===== config.mk =====
export PLATFORM = sky130hd
export DESIGN_NAME = debounce_event
export DESIGN_NICKNAME = d
export VERILOG_FILES = /design/src/rtl/debounce_event.sv
export SDC_FILE = /design/constraint.sdc
export NUM_CORES = 1
export LEC_CHECK = 0
export CAP_MARGIN = 20
export CORE_MARGIN = 8
export CORE_UTILIZATION = 35
export CTS_BUF_LIST = sky130_fd_sc_hd__clkbuf_16
export DETAILED_ROUTE_END_ITERATION = 10
export SETUP_SLACK_MARGIN = 0.2
export SLEW_MARGIN = 40
export SYNTH_ARGS = -nofsm -noshare
export SYNTH_HDL_FRONTEND = slang
export SYNTH_SLANG_ARGS = --single-unit
export TNS_END_PERCENT = 50

===== constraint.sdc =====
create_clock -name clk -period 2.2 [get_ports clk]
set_clock_uncertainty 0.15 [all_clocks]
set_input_delay 0.22 -clock clk [delete_from_list [all_inputs] [get_ports clk]]
set_output_delay 0.22 -clock clk [all_outputs]
set_load 0.02 [all_outputs]

===== src/rtl/debounce_event.sv =====
// Multi-channel debouncer producing levels plus rise/fall, long-press and auto-repeat events.
// All channels share one sample prescaler; every output is registered.
module debounce_event #(
    parameter int unsigned      WIDTH        = 8,
    parameter int unsigned      N            = 4,
    parameter int unsigned      RATE         = 125000,
    parameter int unsigned      HOLD_TICKS   = 250,
    parameter int unsigned      REPEAT_TICKS = 0,
    parameter logic [WIDTH-1:0] ACTIVE_LOW   = '0
) (
    input  logic             clk,
    input  logic             rst_n,
    input  logic [WIDTH-1:0] in_i,
    output logic [WIDTH-1:0] out_o,
    output logic [WIDTH-1:0] rise_o,
    output logic [WIDTH-1:0] fall_o,
    output logic [WIDTH-1:0] hold_o,
    output logic [WIDTH-1:0] hold_pulse_o,
    output logic             sample_tick_o
);

    localparam int unsigned PW = (RATE > 1) ? $clog2(RATE) : 1;
    localparam int unsigned HW = (HOLD_TICKS >= 1) ? $clog2(HOLD_TICKS + 1) : 1;
    localparam int unsigned RW = (REPEAT_TICKS > 0) ? $clog2(REPEAT_TICKS + 1) : 1;

    localparam logic [PW-1:0] PMax = PW'((RATE > 0) ? RATE - 1 : 0);
    localparam logic [HW-1:0] HMax = HW'(HOLD_TICKS);
    localparam logic [RW-1:0] RMax = RW'(REPEAT_TICKS);

    if (N < 2) begin : g_bad_n
        $error("debounce_event: N must be >= 2");
    end
    if (RATE < 1) begin : g_bad_rate
        $error("debounce_event: RATE must be >= 1");
    end
    if (HOLD_TICKS < 1) begin : g_bad_hold
        $error("debounce_event: HOLD_TICKS must be >= 1");
    end

    // Prescaler; tick_q is high in the cycle the count sits at RATE-1.
    logic [PW-1:0] pre_q, pre_d;
    logic          tick_q, tick_d;

    always_comb begin
        pre_d  = (pre_q == PMax) ? '0 : pre_q + 1'b1;
        tick_d = (pre_d == PMax);
    end

    always_ff @(posedge clk or negedge rst_n) begin
        if (!rst_n) begin
            pre_q  <= '0;
            tick_q <= 1'b0;
        end else begin
            pre_q  <= pre_d;
            tick_q <= tick_d;
        end
    end

    assign sample_tick_o = tick_q;

    // Polarity applied ahead of the synchroniser so everything downstream is active-high.
    logic [WIDTH-1:0] s1_q, s2_q;

    always_ff @(posedge clk or negedge rst_n) begin
        if (!rst_n) begin
            s1_q <= '0;
            s2_q <= '0;
        end else begin
            s1_q <= in_i ^ ACTIVE_LOW;
            s2_q <= s1_q;
        end
    end

    for (genvar c = 0; c < WIDTH; c++) begin : g_ch
        logic [N-2:0]  hist_q, hist_d;
        logic [N-1:0]  hist_nx;
        logic          out_q, out_d;
        logic          rise_q, rise_d;
        logic          fall_q, fall_d;
        logic          hold_q, hold_d;
        logic          hp_q, hp_d;
        logic [HW-1:0] hcnt_q, hcnt_d;
        logic [RW-1:0] rcnt_q, rcnt_d;

        always_comb begin
            hist_nx = {hist_q, s2_q[c]};
            hist_d  = hist_q;
            out_d   = out_q;
            hold_d  = hold_q;
            hcnt_d  = hcnt_q;
            rcnt_d  = rcnt_q;
            hp_d    = 1'b0;

            if (tick_q) begin
                hist_d = hist_nx[N-2:0];
                if (&hist_nx) begin
                    out_d = 1'b1;
                end else if (~|hist_nx) begin
                    out_d = 1'b0;
                end

                // Only count while the level stays high across this tick; a fall wins.
                if (out_q && out_d) begin
                    if (hold_q) begin
                        if (REPEAT_TICKS != 0) begin
                            rcnt_d = rcnt_q + 1'b1;
                            if (rcnt_d == RMax) begin
                                hp_d   = 1'b1;
                                rcnt_d = '0;
                            end
                        end
                    end else begin
                        hcnt_d = hcnt_q + 1'b1;
                        if (hcnt_d == HMax) begin
                            hold_d = 1'b1;
                            hp_d   = 1'b1;
                        end
                    end
                end
            end

            if (!out_d) begin
                hold_d = 1'b0;
                hcnt_d = '0;
                rcnt_d = '0;
            end

            rise_d = out_d & ~out_q;
            fall_d = out_q & ~out_d;
        end

        always_ff @(posedge clk or negedge rst_n) begin
            if (!rst_n) begin
                hist_q <= '0;
                out_q  <= 1'b0;
                rise_q <= 1'b0;
                fall_q <= 1'b0;
                hold_q <= 1'b0;
                hp_q   <= 1'b0;
                hcnt_q <= '0;
                rcnt_q <= '0;
            end else begin
                hist_q <= hist_d;
                out_q  <= out_d;
                rise_q <= rise_d;
                fall_q <= fall_d;
                hold_q <= hold_d;
                hp_q   <= hp_d;
                hcnt_q <= hcnt_d;
                rcnt_q <= rcnt_d;
            end
        end

        assign out_o[c]        = out_q;
        assign rise_o[c]       = rise_q;
        assign fall_o[c]       = fall_q;
        assign hold_o[c]       = hold_q;
        assign hold_pulse_o[c] = hp_q;
    end

endmodule


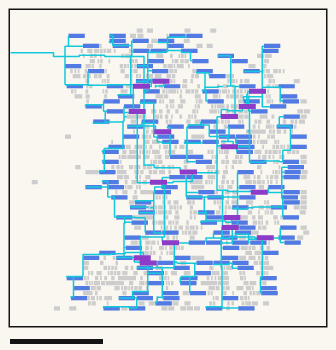
Fig. 1. Clock network drawn from the DEF.
Bar = 50 µm.
- purple: cells driving clock nets (count 17)
- cyan: clock wires (length 2080 µm)
- blue: flip-flops (count 162)
- routed clock nets: 18
Clk network pwr share: 48.9%
clock latency on the worst-skew pair: 420 ps
clock group power: 0.00297 W

==> run summary <==
Entry: Yosys synthesis followed by OpenROAD place and route.

Logic synthesis:
- The run puts the mean area per synthesized cell at roughly 9.7 µm².
- After synthesis the cells add up to 8332 µm².
- The run puts the number of synthesized flops with an enable pin at 0.
- After synthesis, the share of cell area in mux cells is 3.094%.
- By area the synthesized netlist is led by sky130_fd_sc_hd__dfrtp_1, sky130_fd_sc_hd__o21ai_0, sky130_fd_sc_hd__buf_4.
- The run gives the area fraction in xor and xnor cells as 2.733%.
- The cell type that accounts for the most area after synthesis is sky130_fd_sc_hd__dfrtp_1.
- The run puts the area fraction in and, or, nand and nor cells at 20.00%.
- The run puts the instance tally after logic synthesis at 858.
- For this run, the number of Yosys warnings is 0.
- Yosys shows that the main logic family after synthesis is simple AND/OR/NAND/NOR gates.
- The run gives the synthesized flop and latch total as 162.
- Summing the areas of all compound-gate instances in the mapped netlist gives between 10% and 20% of the synthesized area.
- The synthesized design devotes to its leading area cell type 48.66% of total area.
- The run puts the adder and majority gate portion of the synthesized area at 2.553%.
- Per the synth stats, the flop cell with the highest instance count is sky130_fd_sc_hd__dfrtp_1.
- The run puts the area reported by Yosys stat at 8332 µm².
- The run puts the synthesized netlist net count at 885.

Global routing:
- The run puts the number of global-route vias before repair at 5841.
- The total overflow left after global routing is 0.
- Global routing consumed, over all layers together, between 10% and 20% of the routing resources.
- In the global route stage, met1 resource usage came out at 14.77%.
- Global routing used under 10% of the available met3 tracks.
- On met2, the global router reports a usage of a little under a fifth.
- The run gives the initial antenna violation count as 0.
- Looking at the global route congestion table, the highest-usage layer is met2.
- The run gives the wire length of the first global-routing pass as 27860 µm.
- The run puts the pin count of the biggest net entering global routing at 47.

CTS:
- The run gives the number of buffers inserted during clock tree synthesis as 17.
- The run gives the clock-pin slew reported for the worst setup and hold paths after clock tree synthesis as about 70 ps.
- TritonCTS built the clock tree.
- The tree is rooted in a sky130_fd_sc_hd__clkbuf_16.
- The run gives the maximum clock insertion buffer count as 2.

Floorplan:
- Measured along the x axis, the die boundary spans 170.3 µm.
- For this configuration, the core starts out at a cell density of 35.60%.
- The run gives the count of pins on the block boundary as 51.
- The run puts the row count at around 56.
- After floorplanning, the core was sized to cover around 23000 µm².

Worst setup path:
- The critical path is of the reg2reg type.
- The data required time reported for the critical path is 2380 ps.
- The run puts the data arrival at the endpoint of the critical path at around 2200 ps.
- The critical path ends at sample_tick_o$_DFF_PN0_.
- The run gives the endpoint of the worst-slack reg-to-reg timing path as sample_tick_o$_DFF_PN0_.
- The run gives the kind of start point of the critical path as a register.
- For the worst reg-to-reg path, the startpoint reported by OpenROAD is pre_q[0]$_DFF_PN0_.

Route:
- The run puts the per-cell routed wire length at 13.30 µm.
- The run puts the final wirelength at 16140 µm.
- The run puts the count of nets left with antenna violations after detail routing at 0.
- The run gives the detail-routed via count per cell as 5.123.
- The routed layout reports a DRC error count of 0.
- The run gives the via count as 6214.
- The run puts the DRC violation total after the first TritonRoute iteration at between 400 and 500.

Outcome:
- The flow ran to the end, and the final reports show no timing, DRC or antenna violations.

Layout:
- The run puts the count of placed standard cells in the final layout, fillers left out at ~1200.
- The run puts the share of layout cells above drive strength 1 at a little under an eighth.
- The number of antenna diodes in the final layout is 0.
- Ranking logic cells in the layout by count gives the top entries sky130_fd_sc_hd__dfrtp_1, sky130_fd_sc_hd__o21ai_0, sky130_fd_sc_hd__nand2_1, sky130_fd_sc_hd__nor2_1, sky130_fd_sc_hd__clkdlybuf4s50_1.
- The post-route utilization of the core is recorded as 41.72%.

Job:
- The run puts the max-capacitance violation count at 0.
- The run gives the number of warnings in the stage logs as 36.

Placement:
- The run gives the HPWL after detailed placement as 11020 µm.
- The run gives the number of placed instances, taps included as 1175.
- Summing all placed instances gives a cell area of 8986 µm².

STA:
- The run puts the ratio of final minimum period to clock period at 92.81%.
- The run puts the peak clock frequency supported by timing at 489.7 MHz.
- The run puts the number of setup violations in the final report at 0.
- Adding up every negative setup slack in the final design gives 0 ps.
- In the final report, the number of pins over their slew limit comes to 0.
- The run puts the relative slew slack at between 60% and 70%.
- The transition time recorded at the tightest slew-check pin is 483.0 ps.

Pwr:
- The run gives the standby leakage power as 4.095 nW.
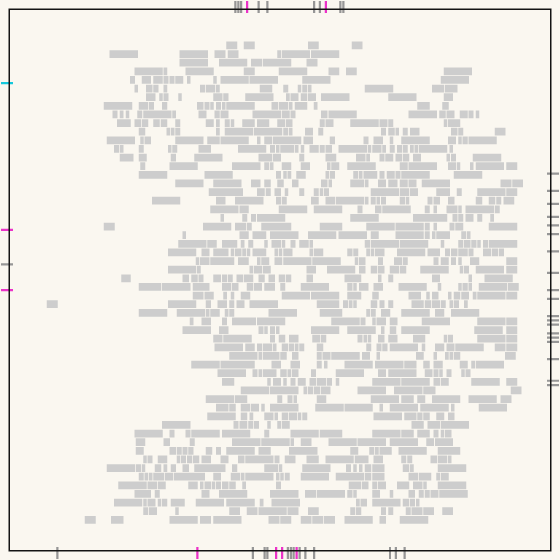
Fig. 2. I/O pins on the die edge.
Pins as bars across the die edge, other pins in grey.
- magenta: in_i (pins 8; direction input; edge 4 bottom, 2 left, 2 top)
- cyan: clk (pins 1; direction input; edge left)
- all pins by edge: 19 right, 17 bottom, 11 top, 4 left
number of buffer cells added on primary ports: 50
die extent in y: 170.3 µm

worst min path at each step:
stage / end / slack, ps / cells past startpoint / from
6_report: s1_q[1]$_DFF_PN0_ / 90 / 1 / in_i[1]
5_1_grt: s1_q[1]$_DFF_PN0_ / 60 / 1 / in_i[1]
3_5_place_dp: g_ch[1].hcnt_q[1]$_DFFE_PN0P_ / 60 / 1 / rst_n
4_1_cts: s1_q[1]$_DFF_PN0_ / 60 / 1 / in_i[1]
3_3_place_gp: g_ch[1].hcnt_q[0]$_DFFE_PN0P_ / 60 / 1 / rst_n
2_1_floorplan: g_ch[0].fall_q$_DFF_PN0_ / -230 / 0 / rst_n
power by group:
part	leakage (nW)	internal [W]	switching, W	total, W
Clock	0.284	0.00178	0.00119	0.00297
Sequential	2.21	0.00299	0.0000116	0.00301
Combinational	1.60	0.0000293	0.0000635	0.0000929
sequential cells by signal, indices dropped and copies added, names as in the netlist:
| signal | flops |
|---|---|
| g_ch.hcnt_q | 64 |
| g_ch.hist_q | 24 |
| pre_q | 17 |
| g_ch.fall_q | 8 |
| g_ch.hold_q | 8 |
| g_ch.hp_q | 8 |
| g_ch.out_q | 8 |
| g_ch.rise_q | 8 |
| s1_q | 8 |
| s2_q | 8 |
| sample_tick_o | 1 |
Yosys cell counts, types with 13 or more instances:
master / number
sky130_fd_sc_hd__a21oi_1: 24
sky130_fd_sc_hd__and3_1: 14
sky130_fd_sc_hd__buf_4: 41
sky130_fd_sc_hd__clkbuf_1: 13
sky130_fd_sc_hd__dfrtp_1: 162
sky130_fd_sc_hd__ha_1: 17
sky130_fd_sc_hd__inv_1: 24
sky130_fd_sc_hd__mux2_2: 22
sky130_fd_sc_hd__nand2_1: 81
sky130_fd_sc_hd__nand2b_1: 16
sky130_fd_sc_hd__nand3_1: 41
sky130_fd_sc_hd__nand4_1: 25
sky130_fd_sc_hd__nor2_1: 62
sky130_fd_sc_hd__nor2b_1: 13
sky130_fd_sc_hd__o21ai_0: 106
sky130_fd_sc_hd__o31ai_1: 30
sky130_fd_sc_hd__xnor2_1: 15
worst max-delay path: stages, from the launching register on:
cell and delay (ps):
sky130_fd_sc_hd__dfrtp_1 400, sky130_fd_sc_hd__ha_2 260, sky130_fd_sc_hd__nand4_1 220, sky130_fd_sc_hd__or4_1 520, sky130_fd_sc_hd__nor2_1 100, sky130_fd_sc_hd__o221ai_1 150
sky130_fd_sc_hd__a211oi_2 170
per-layer routing:
layer  vias up  wire length [µm]
li1       3128                 -
met1      2997              7899
met2        75              7540
met3        14               527
met4         0               168
met5         -                 0
metrics by stage:
stage          worst slack (ps)  hold WS (ps)
5_1_grt                   15.78         63.10
3_5_place_dp              150.9         57.80
6_report                  158.1         85.30
2_1_floorplan             211.2        -225.6
4_1_cts                   148.0         64.81
3_3_place_gp              159.2         57.87
final cells by class:
| class | count | area [µm²] |
|---|---|---|
| inverter | 24 | 90.09 |
| timing repair buffer | 74 | 762.0 |
| sequential | 162 | 4055 |
| fill | 2273 | 13640 |
| multi-input combinational | 602 | 3866 |
| clock inverter | 15 | 166.4 |
| tap | 319 | 399.1 |
| clock buffer | 17 | 425.4 |
Power and IR drop assume default switching activity.
